[src/rtl/watchdog_timer_unit_if.sv]
// Control/status bundle between the host control block and the liveness watchdog.
// The controller side drives arming and kicks; the watchdog side reports status.
interface watchdog_timer_unit_if;
  logic enable;
  logic heartbeat;
  logic force_reset;
  logic warning;

  modport master (
    output enable,
    output heartbeat,
    input  force_reset,
    input  warning
  );

  modport slave (
    input  enable,
    input  heartbeat,
    output force_reset,
    output warning
  );
endinterface

[src/rtl/watchdog_timer_unit.sv]
// Liveness watchdog: counts cycles since the last heartbeat and raises a sticky
// warning, then a sticky force_reset request, when the controller goes quiet.
module watchdog_timer_unit #(
  parameter int unsigned TIMEOUT_CYCLES = 625_000_000,
  parameter int unsigned WARNING_CYCLES = 500_000_000
) (
  input  logic                  clk,
  input  logic                  rstn,
  watchdog_timer_unit_if.slave  wd
);

  logic [31:0] counter;
  logic [31:0] counter_inc;
  logic        warning_q;
  logic        triggered;

  // counter never exceeds TIMEOUT_CYCLES < 2^32-1, so the increment cannot wrap
  assign counter_inc = counter + 32'd1;

  always_ff @(posedge clk or negedge rstn) begin
    if (!rstn) begin
      counter   <= '0;
      warning_q <= 1'b0;
      triggered <= 1'b0;
    end else if (!wd.enable || wd.heartbeat) begin
      counter   <= '0;
      warning_q <= 1'b0;
      triggered <= 1'b0;
    end else if (counter < TIMEOUT_CYCLES) begin
      counter   <= counter_inc;
      warning_q <= warning_q | (counter_inc >= WARNING_CYCLES);
      triggered <= triggered | (counter_inc >= TIMEOUT_CYCLES);
    end else begin
      // saturated: hold the count, both flags stay asserted
      counter   <= counter;
      warning_q <= 1'b1;
      triggered <= 1'b1;
    end
  end

  assign wd.force_reset = triggered;
  assign wd.warning     = warning_q;

endmodule

[src/flat_wrapper.sv]
// flat-port wrapper written by rule: the top's interface ports become plain ports
module watchdog_timer_unit_flat 
#(
  parameter int unsigned TIMEOUT_CYCLES = 625_000_000,
  parameter int unsigned WARNING_CYCLES = 500_000_000
)
  (clk, rstn, wd_enable, wd_heartbeat, wd_force_reset, wd_warning);
  watchdog_timer_unit_if wd_i ();
  input  logic clk;
  input  logic rstn;
  input wire logic [$bits(wd_i.enable)-1:0] wd_enable;
  input wire logic [$bits(wd_i.heartbeat)-1:0] wd_heartbeat;
  output wire logic [$bits(wd_i.force_reset)-1:0] wd_force_reset;
  output wire logic [$bits(wd_i.warning)-1:0] wd_warning;
  assign wd_i.enable = wd_enable;
  assign wd_i.heartbeat = wd_heartbeat;
  assign wd_force_reset = wd_i.force_reset;
  assign wd_warning = wd_i.warning;
  watchdog_timer_unit #(.TIMEOUT_CYCLES(TIMEOUT_CYCLES), .WARNING_CYCLES(WARNING_CYCLES)) u_core (.clk(clk), .rstn(rstn), .wd(wd_i));
endmodule
[config.mk]
export PLATFORM = sky130hd
export DESIGN_NAME = watchdog_timer_unit_flat
export DESIGN_NICKNAME = d
export VERILOG_FILES = /design/src/rtl/watchdog_timer_unit_if.sv /design/src/rtl/watchdog_timer_unit.sv /design/src/flat_wrapper.sv
export SDC_FILE = /design/constraint.sdc
export NUM_CORES = 1
export LEC_CHECK = 0
export ABC_AREA = 0
export CAP_MARGIN = 30
export CORE_UTILIZATION = 25
export CTS_CLUSTER_SIZE = 30
export DETAILED_ROUTE_END_ITERATION = 6
export PLACE_DENSITY_LB_ADDON = 0.15
export SYNTH_ARGS = -nofsm -noshare
export SYNTH_HDL_FRONTEND = slang
export SYNTH_SLANG_ARGS = --single-unit
[constraint.sdc]
create_clock -name clk -period 3.1 [get_ports clk]
set_input_delay 0.465 -clock clk [delete_from_list [all_inputs] [get_ports clk]]
set_output_delay 0.465 -clock clk [all_outputs]
set_load 0.005 [all_outputs]
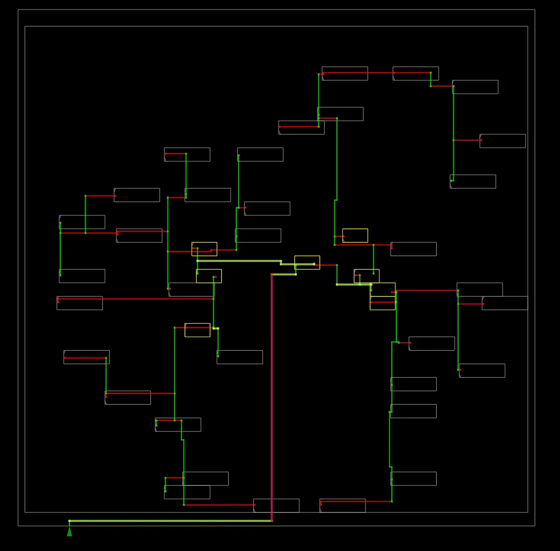
clock_nets.png
Clock group: 0.000402 W
clock sink count: 34

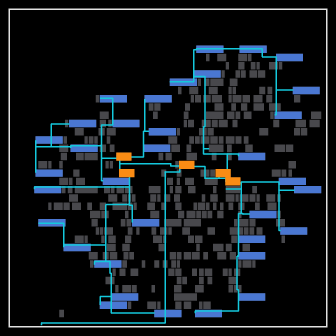
clock_wires.png
[cyan] clock wires | length: 639 µm
[orange] clock-net drivers | count: 5
[blue] flip-flops | count: 34
routed clock nets	6
flops lie	widely spread
clock share of power: 46.0%
Fin Clk Skew: 0.0118 ns
clock latency on the worst-skew pair: 0.29 ns

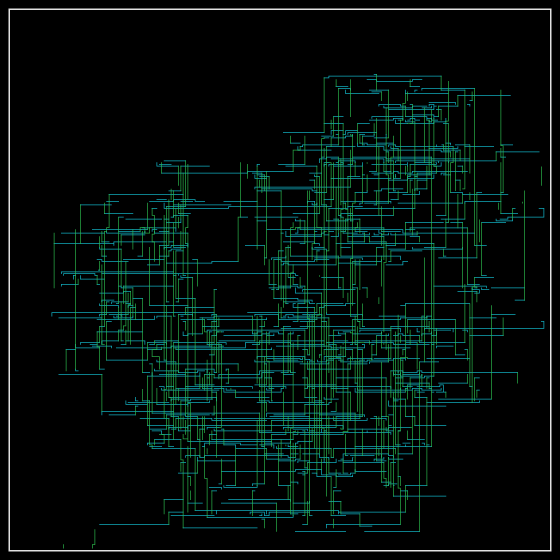
layers.png
Two of the layers only.
colour	layer	wire length
green	M2	3220 µm
cyan	M1	3540 µm

==> metrics.csv <==
metric,value,unit
p_leak,1.18,nW
drt_iter0_drc,146,
synthArstFlopShare,100,%
r2r-end,u_core.wd.force_reset,
wl_met1,3540,µm
area_delta_synth_final,14.1,%
gr-total-overflow,0,
rsz0062_at_grt,no,
crit_required,3.26,ns
worstPathArrival,3.04,ns
synth-edff-count,0,
drt_first_pass_iters,4,
dpl.hpwl,5040,µm
die_w,104,µm
cts_setup_buffers,0,
grt_pass1_vias,2315,
run_status,finished clean,
routed-via-count,2372,
crit_path_start_kind,register,
finalWirelength,7020,µm
cts_tree,built,
-- area by class of cell --
| class | instances | area, µm² | area share (%) |
|---|---|---|---|
| multi-input combinational | 261 | 1640 | 55.1 |
| sequential | 34 | 851 | 28.7 |
| timing repair buffer | 25 | 195 | 6.57 |
| tap | 133 | 166 | 5.60 |
| clock buffer | 8 | 110 | 3.71 |
| inverter | 3 | 11.3 | 0.379 |
-- worst max-delay path by stage --
| stage | from | endpoint | slack, ns | cells past startpoint |
|---|---|---|---|---|
| 2_1_floorplan | u_core.counter[0] | u_core.wd.force_reset | 0.44 | 9 |
| 3_3_place_gp | u_core.counter[12] | u_core.wd.force_reset | 0.22 | 9 |
| 3_5_place_dp | u_core.counter[0] | u_core.wd.force_reset | 0.24 | 8 |
| 4_1_cts | u_core.counter[0] | u_core.wd.force_reset | 0.23 | 8 |
| 5_1_grt | u_core.counter[12] | u_core.wd.force_reset | 0.02 | 9 |
| 6_report | u_core.counter[0] | u_core.wd.force_reset | 0.22 | 8 |
-- registers in the layout, summed over array words and instances, names as in the netlist --
register,cells
u_core.wd.force_reset,1
u_core.counter,32
u_core.wd.warning,1
-- power breakdown --
part / internal [W] / total [W] / leakage (nW) / switching (W)
Clock: 0.000225 / 0.000402 / 0.0575 / 0.000177
Combinational: 0.00000654 / 0.0000258 / 0.644 / 0.0000193
Sequential: 0.000444 / 0.000446 / 0.474 / 0.00000142
Total: 0.000676 / 0.000874 / 1.18 / 0.000198
-- metrics by stage --
step                      utilization (%)  power, W  cell area (µm²)  std cells  setup slack [ns]
after floorplan                         -  0.000463             2600        324             0.440
after global placement               28.9  0.000482             2860        456             0.216
after detailed placement             28.9  0.000482             2860        456             0.241
after CTS                            30.0  0.000889             2970        464             0.234
after global routing                 30.0  0.000908             2970        464            0.0211
final                                30.0  0.000874             2970        464             0.220
-- metal layers --
layer  vias to the layer above  global-route usage (%)
li1                       1173                       -
met1                      1156                    19.7
met2                        39                    22.2
met3                         4                    2.51
met4                         0                    3.37
met5                         -                       0
-- cells by family (layout without fill, tap and decap cells) --
group | Yosys count | after routing | synth area share [%]
compound gates | 57 | 57 | 14.2
xor+xnor | 37 | 37 | 12.5
fa+ha+maj | 1 | 1 | 0.481
buf+inv | 29 | 36 | 4.67
flops | 34 | 34 | 32.7
mux | 2 | 2 | 0.818
simple gates | 164 | 164 | 34.7
-- cell usage after synthesis (2+ instances only) --
library cell,n
clkbuf_2,3
o311ai_0,2
and3_1,8
nor3_1,12
nor4_1,4
xnor2_1,17
clkbuf_1,16
nand3_1,18
dfrtp_1,34
xor2_1,20
o21ai_1,2
nor3_4,3
nand4_4,2
or4_1,2
or3_1,8
nand2_1,26
o211ai_1,2
a22oi_1,2
nand4_1,16
buf_2,7
a31o_2,3
o31ai_1,2
inv_1,3
and2_1,4
a31oi_1,4
a311oi_1,2
nor2_1,45
o21ai_0,17
a21oi_1,12
nand2b_1,3
nor3_2,2
a211oi_1,2
nor3b_1,3
-- critical path, stage by stage, from the launching register on --
cell,delay [ns]
dfrtp_1,0.41
ha_1,0.20
nand3_1,0.27
or3_1,0.58
nor2_1,0.24
a31oi_1,0.17
or4_1,0.56
a211oi_2,0.24
o21ai_1,0.09
Power figures rest on the tool's default switching activity, not on a simulated workload.
